--- src/rtl/vram_pkg.sv ---
// -----------------------------------------------------------------------------
// vram_pkg
// Shared definitions for the VRAM burst fetcher: the controller state
// encoding and the VRAM word-address / data / burst-count widths.
// -----------------------------------------------------------------------------
package vram_pkg;

  localparam int VRAM_AW = 15;  // 32-bit word address width of the VRAM port
  localparam int VRAM_DW = 32;  // VRAM read data width
  localparam int CNT_W   = 16;  // burst length width (0..32768 words)

  typedef enum logic [1:0] {
    ST_IDLE  = 2'd0,
    ST_FETCH = 2'd1,
    ST_ABORT = 2'd2
  } state_t;

endpackage

--- src/rtl/vram_fetch_fifo.sv ---
// -----------------------------------------------------------------------------
// vram_fetch_fifo
// Read-data FIFO for the VRAM fetcher. DEPTH must be a power of two so the
// pointers wrap naturally. Flush has priority over push and pop; pop on an
// empty FIFO and push on a full FIFO are ignored.
//
// Ports
//   clk, rst_n   clock, asynchronous active-low reset
//   i_flush      empty the FIFO (pointers and count to zero)
//   i_push       write i_wdata at the tail
//   i_wdata      write data
//   i_pop        drop the head entry
//   o_rdata      head entry (combinational)
//   o_valid      FIFO not empty
//   o_count      current occupancy, 0..DEPTH
// -----------------------------------------------------------------------------
module vram_fetch_fifo
  import vram_pkg::*;
#(
  parameter int DEPTH = 4
) (
  input  logic                   clk,
  input  logic                   rst_n,
  input  logic                   i_flush,
  input  logic                   i_push,
  input  logic [VRAM_DW-1:0]     i_wdata,
  input  logic                   i_pop,
  output logic [VRAM_DW-1:0]     o_rdata,
  output logic                   o_valid,
  output logic [$clog2(DEPTH):0] o_count
);

  localparam int AW = $clog2(DEPTH);
  localparam int CW = AW + 1;

  logic [VRAM_DW-1:0] r_mem [DEPTH];
  logic [AW-1:0]      r_wr_ptr;
  logic [AW-1:0]      r_rd_ptr;
  logic [CW-1:0]      r_count;

  logic w_empty;
  logic w_full;
  logic w_push;
  logic w_pop;

  assign w_empty = (r_count == '0);
  assign w_full  = (r_count == CW'(DEPTH));
  assign w_push  = i_push && !w_full  && !i_flush;
  assign w_pop   = i_pop  && !w_empty && !i_flush;

  // NOTE: non-blocking assignments for all clocked state so every register
  // samples the pre-edge values, independent of statement order.
  always_ff @(posedge clk or negedge rst_n) begin
    if (!rst_n) begin
      r_wr_ptr <= '0;
      r_rd_ptr <= '0;
      r_count  <= '0;
    end else if (i_flush) begin
      r_wr_ptr <= '0;
      r_rd_ptr <= '0;
      r_count  <= '0;
    end else begin
      if (w_push) r_wr_ptr <= r_wr_ptr + 1'b1;
      if (w_pop)  r_rd_ptr <= r_rd_ptr + 1'b1;
      case ({w_push, w_pop})
        2'b10:   r_count <= r_count + 1'b1;
        2'b01:   r_count <= r_count - 1'b1;
        default: r_count <= r_count;
      endcase
    end
  end

  // NOTE: the storage array is deliberately not reset; validity is tracked
  // by the count, so resetting it would only cost a reset net per bit.
  always_ff @(posedge clk) begin
    if (w_push) r_mem[r_wr_ptr] <= i_wdata;
  end

  assign o_rdata = r_mem[r_rd_ptr];
  assign o_valid = !w_empty;
  assign o_count = r_count;

endmodule

--- src/rtl/vram_fetch.sv ---
// -----------------------------------------------------------------------------
// vram_fetch
// Burst reader for a 32-bit VRAM read port. A start request latches a word
// address and a word count, then one read at a time is issued on
// vram_strobe/vram_addr and each acknowledged word is pushed into a FIFO that
// a consumer drains through rd_data/rd_valid/rd_pop. Requests are throttled
// so the FIFO never overflows. An abort cancels the burst and flushes the FIFO.
//
// Optional build macro: VRAM_FETCH_STATS_EN adds the stall_cnt output.
//
// Ports
//   clk, rst_n         clock, asynchronous active-low reset
//   start              one-cycle burst request (honoured only in IDLE)
//   start_addr         first word address of the burst
//   word_cnt           burst length in words; 0 completes immediately
//   abort              one-cycle cancel request (honoured only in FETCH)
//   busy               controller not IDLE
//   done               one-cycle pulse once the last word is in the FIFO
//   vram_addr          word address to VRAM (held while vram_strobe is high)
//   vram_strobe        read request to VRAM, held until vram_ack
//   vram_rddata        VRAM read data, valid with vram_ack
//   vram_ack           one-cycle VRAM acknowledge
//   rd_data            FIFO head word
//   rd_valid           FIFO not empty
//   rd_pop             consumer pop
//   stall_cnt          (VRAM_FETCH_STATS_EN) cycles strobe waited for ack
// -----------------------------------------------------------------------------
module vram_fetch
  import vram_pkg::*;
#(
  parameter int FIFO_DEPTH = 4
) (
  input  logic               clk,
  input  logic               rst_n,
  input  logic               start,
  input  logic [VRAM_AW-1:0] start_addr,
  input  logic [CNT_W-1:0]   word_cnt,
  input  logic               abort,
  output logic               busy,
  output logic               done,
  output logic [VRAM_AW-1:0] vram_addr,
  output logic               vram_strobe,
  input  logic [VRAM_DW-1:0] vram_rddata,
  input  logic               vram_ack,
  output logic [VRAM_DW-1:0] rd_data,
  output logic               rd_valid,
  input  logic               rd_pop
`ifdef VRAM_FETCH_STATS_EN
  ,
  output logic [15:0]        stall_cnt
`endif
);

  localparam int CW = $clog2(FIFO_DEPTH) + 1;

  state_t             r_state;
  logic [VRAM_AW-1:0] r_addr;
  logic               r_strobe;
  logic               r_done;
  logic [CNT_W-1:0]   r_remaining;

  logic [CW-1:0]      w_count;
  logic               w_room;
  logic               w_ack_ok;
  logic               w_push;
  logic               w_flush;
  logic               w_start_burst;

  // The strobe is held until acked, so a high strobe is exactly "one request
  // outstanding"; acks without it (or outside FETCH) are dropped here.
  assign w_ack_ok      = (r_state == ST_FETCH) && r_strobe && vram_ack;
  // Abort wins over a coincident ack, including the final one.
  assign w_push        = w_ack_ok && !abort;
  assign w_start_burst = (r_state == ST_IDLE) && start && (word_cnt != '0);
  assign w_flush       = w_start_burst || ((r_state == ST_FETCH) && abort);
  // Requests only rise in non-ack cycles, so nothing is pushed in the cycle
  // this is evaluated and the registered count is the full occupancy.
  assign w_room        = (w_count < CW'(FIFO_DEPTH));

  vram_fetch_fifo #(
    .DEPTH (FIFO_DEPTH)
  ) u_fifo (
    .clk     (clk),
    .rst_n   (rst_n),
    .i_flush (w_flush),
    .i_push  (w_push),
    .i_wdata (vram_rddata),
    .i_pop   (rd_pop),
    .o_rdata (rd_data),
    .o_valid (rd_valid),
    .o_count (w_count)
  );

  always_ff @(posedge clk or negedge rst_n) begin
    if (!rst_n) begin
      r_state     <= ST_IDLE;
      r_addr      <= '0;
      r_strobe    <= 1'b0;
      r_done      <= 1'b0;
      r_remaining <= '0;
    end else begin
      r_done <= 1'b0;
      case (r_state)
        ST_IDLE: begin
          r_strobe <= 1'b0;
          if (start) begin
            if (word_cnt == '0) begin
              r_done <= 1'b1;
            end else begin
              r_addr      <= start_addr;
              r_remaining <= word_cnt;
              // FIFO is flushed on this edge, so there is room for word one.
              r_strobe    <= 1'b1;
              r_state     <= ST_FETCH;
            end
          end
        end
        ST_FETCH: begin
          if (abort) begin
            r_strobe    <= 1'b0;
            r_remaining <= '0;
            r_state     <= ST_ABORT;
          end else if (w_ack_ok) begin
            // Address only moves on an ack, when strobe drops: it is
            // therefore stable for the whole time strobe is high.
            r_addr      <= r_addr + 1'b1;
            r_remaining <= r_remaining - 1'b1;
            r_strobe    <= 1'b0;
            if (r_remaining == CNT_W'(1)) begin
              r_done  <= 1'b1;
              r_state <= ST_IDLE;
            end
          end else begin
            r_strobe <= w_room && (r_remaining != '0);
          end
        end
        ST_ABORT: begin
          r_strobe <= 1'b0;
          r_state  <= ST_IDLE;
        end
        default: begin
          r_strobe <= 1'b0;
          r_state  <= ST_IDLE;
        end
      endcase
    end
  end

  assign busy        = (r_state != ST_IDLE);
  assign done        = r_done;
  assign vram_addr   = r_addr;
  assign vram_strobe = r_strobe;

`ifdef VRAM_FETCH_STATS_EN
  logic [15:0] r_stall_cnt;

  always_ff @(posedge clk or negedge rst_n) begin
    if (!rst_n) begin
      r_stall_cnt <= '0;
    end else if ((r_state == ST_IDLE) && start) begin
      r_stall_cnt <= '0;
    end else if (r_strobe && !vram_ack && (r_stall_cnt != 16'hFFFF)) begin
      r_stall_cnt <= r_stall_cnt + 1'b1;
    end
  end

  assign stall_cnt = r_stall_cnt;
`endif

endmodule

--- config.mk ---
export PLATFORM = sky130hd
export DESIGN_NAME = vram_fetch
export DESIGN_NICKNAME = d
export VERILOG_FILES = /design/src/rtl/vram_pkg.sv /design/src/rtl/vram_fetch_fifo.sv /design/src/rtl/vram_fetch.sv
export SDC_FILE = /design/constraint.sdc
export NUM_CORES = 1
export LEC_CHECK = 0
export CAP_MARGIN = 20
export CORE_AREA = 3 3 163 101
export CTS_CLUSTER_DIAMETER = 120
export DETAILED_ROUTE_END_ITERATION = 8
export DIE_AREA = 0 0 166 104
export PLACE_DENSITY = 0.75
export SLEW_MARGIN = 20
export SYNTH_ARGS = -nofsm -noshare
export SYNTH_HDL_FRONTEND = slang
export SYNTH_SLANG_ARGS = --single-unit
--- constraint.sdc ---
create_clock -name clk -period 2.4 [get_ports clk]
set_input_delay 0.24 -clock clk [delete_from_list [all_inputs] [get_ports clk]]
set_output_delay 0.24 -clock clk [all_outputs]
set_load 0.1 [all_outputs]
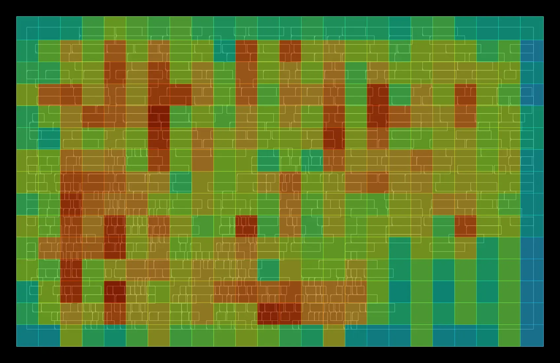
*Routing congestion map*
GRT Total Usage: 19.48%
routed len/inst: 19.76 um
routing usage on met1: 28.56%

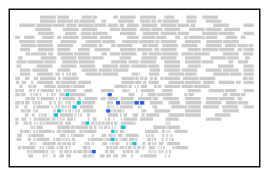
*Gate families picked out*
Drawn at 1.5 px/um.
[cyan] AND-OR and OR-AND gates | cells: 10 | most used: o22a_1
[blue] XOR/XNOR gates | cells: 6 | most used: xor2_1 | where: centre
final instance count without filler cells: 833
Comb area share: 22.60%
most frequent logic cell in the layout: edfxtp_1

==> impl_metrics.yaml <==
# physical design summary
pwr:
  pg_seq_mw: 3.87
  finalPower_mw: 11.81
  comb_power_mw: 5.30
  swShare_pct: 44.00
  ir_worst_vdd_mv: 1.388
final_timing:
  setup_viol_count_final: 0
  relSlewSlack_pct: 45.26
  hold_violations: 0
  tns_ns: 0
  min_period_ns: 2.240
synth:
  ys_types: 53
  ys_area_sq_um: 7199
  netlist_area_sq_um: 7199
  synth_flops: 170
  yosys-top-cells-count: "128 x edfxtp_1, 42 x dfrtp_1, 42 x nor2_1"
  edf_count: 128
  synthFlopType: "edfxtp_1"
  syn_nets: 553
  synth_stat.cells: 474
  synthTopCellsByArea: "edfxtp_1 53%, dfrtp_1 15%, mux4_2 10%"
grt:
  grt_overflow: 0
  grt_first_pass_wirelength_um: 26390
  use_met3_pct: 5.697
  antenna_found_initial: 0
detailed_routing:
  initialDrtViolationCount: 480
  vias: 4781
  routed_via_density: 5.739
final_layout:
  logic_gates: 271
  seq_area_share_pct: 50.41
  largest_class: "flip-flops and latches"
  comb_area_sq_um: 2196
  nFillCells: 1084
  num-nets-final: 697
  clkCellAreaFrac_pct: 5.936
  largest_reg_flops: 128
  syn2layout_area_growth_pct: 34.97
placement:
  portBuffers: 119
setup_path:
  path_buffers: 1
  critical_path_class: "reg2reg"
  rrSetupSlack_ns: 0.16
  startpoint: "r_state[1]"
  end_kind: "register"
floorplan:
  rows: 35
  die_x_um: 166
  nWellTaps: 203
cts:
  cts_inserted_buffers: 17
  ctsHtreeMaxLevel: 4
  cts_root_buf: "clkbuf_16"
run_status:
  outcome: "finished clean"
run:
  drv_cap: 0
No activity file was given, so power comes from the tool's default toggle rates.
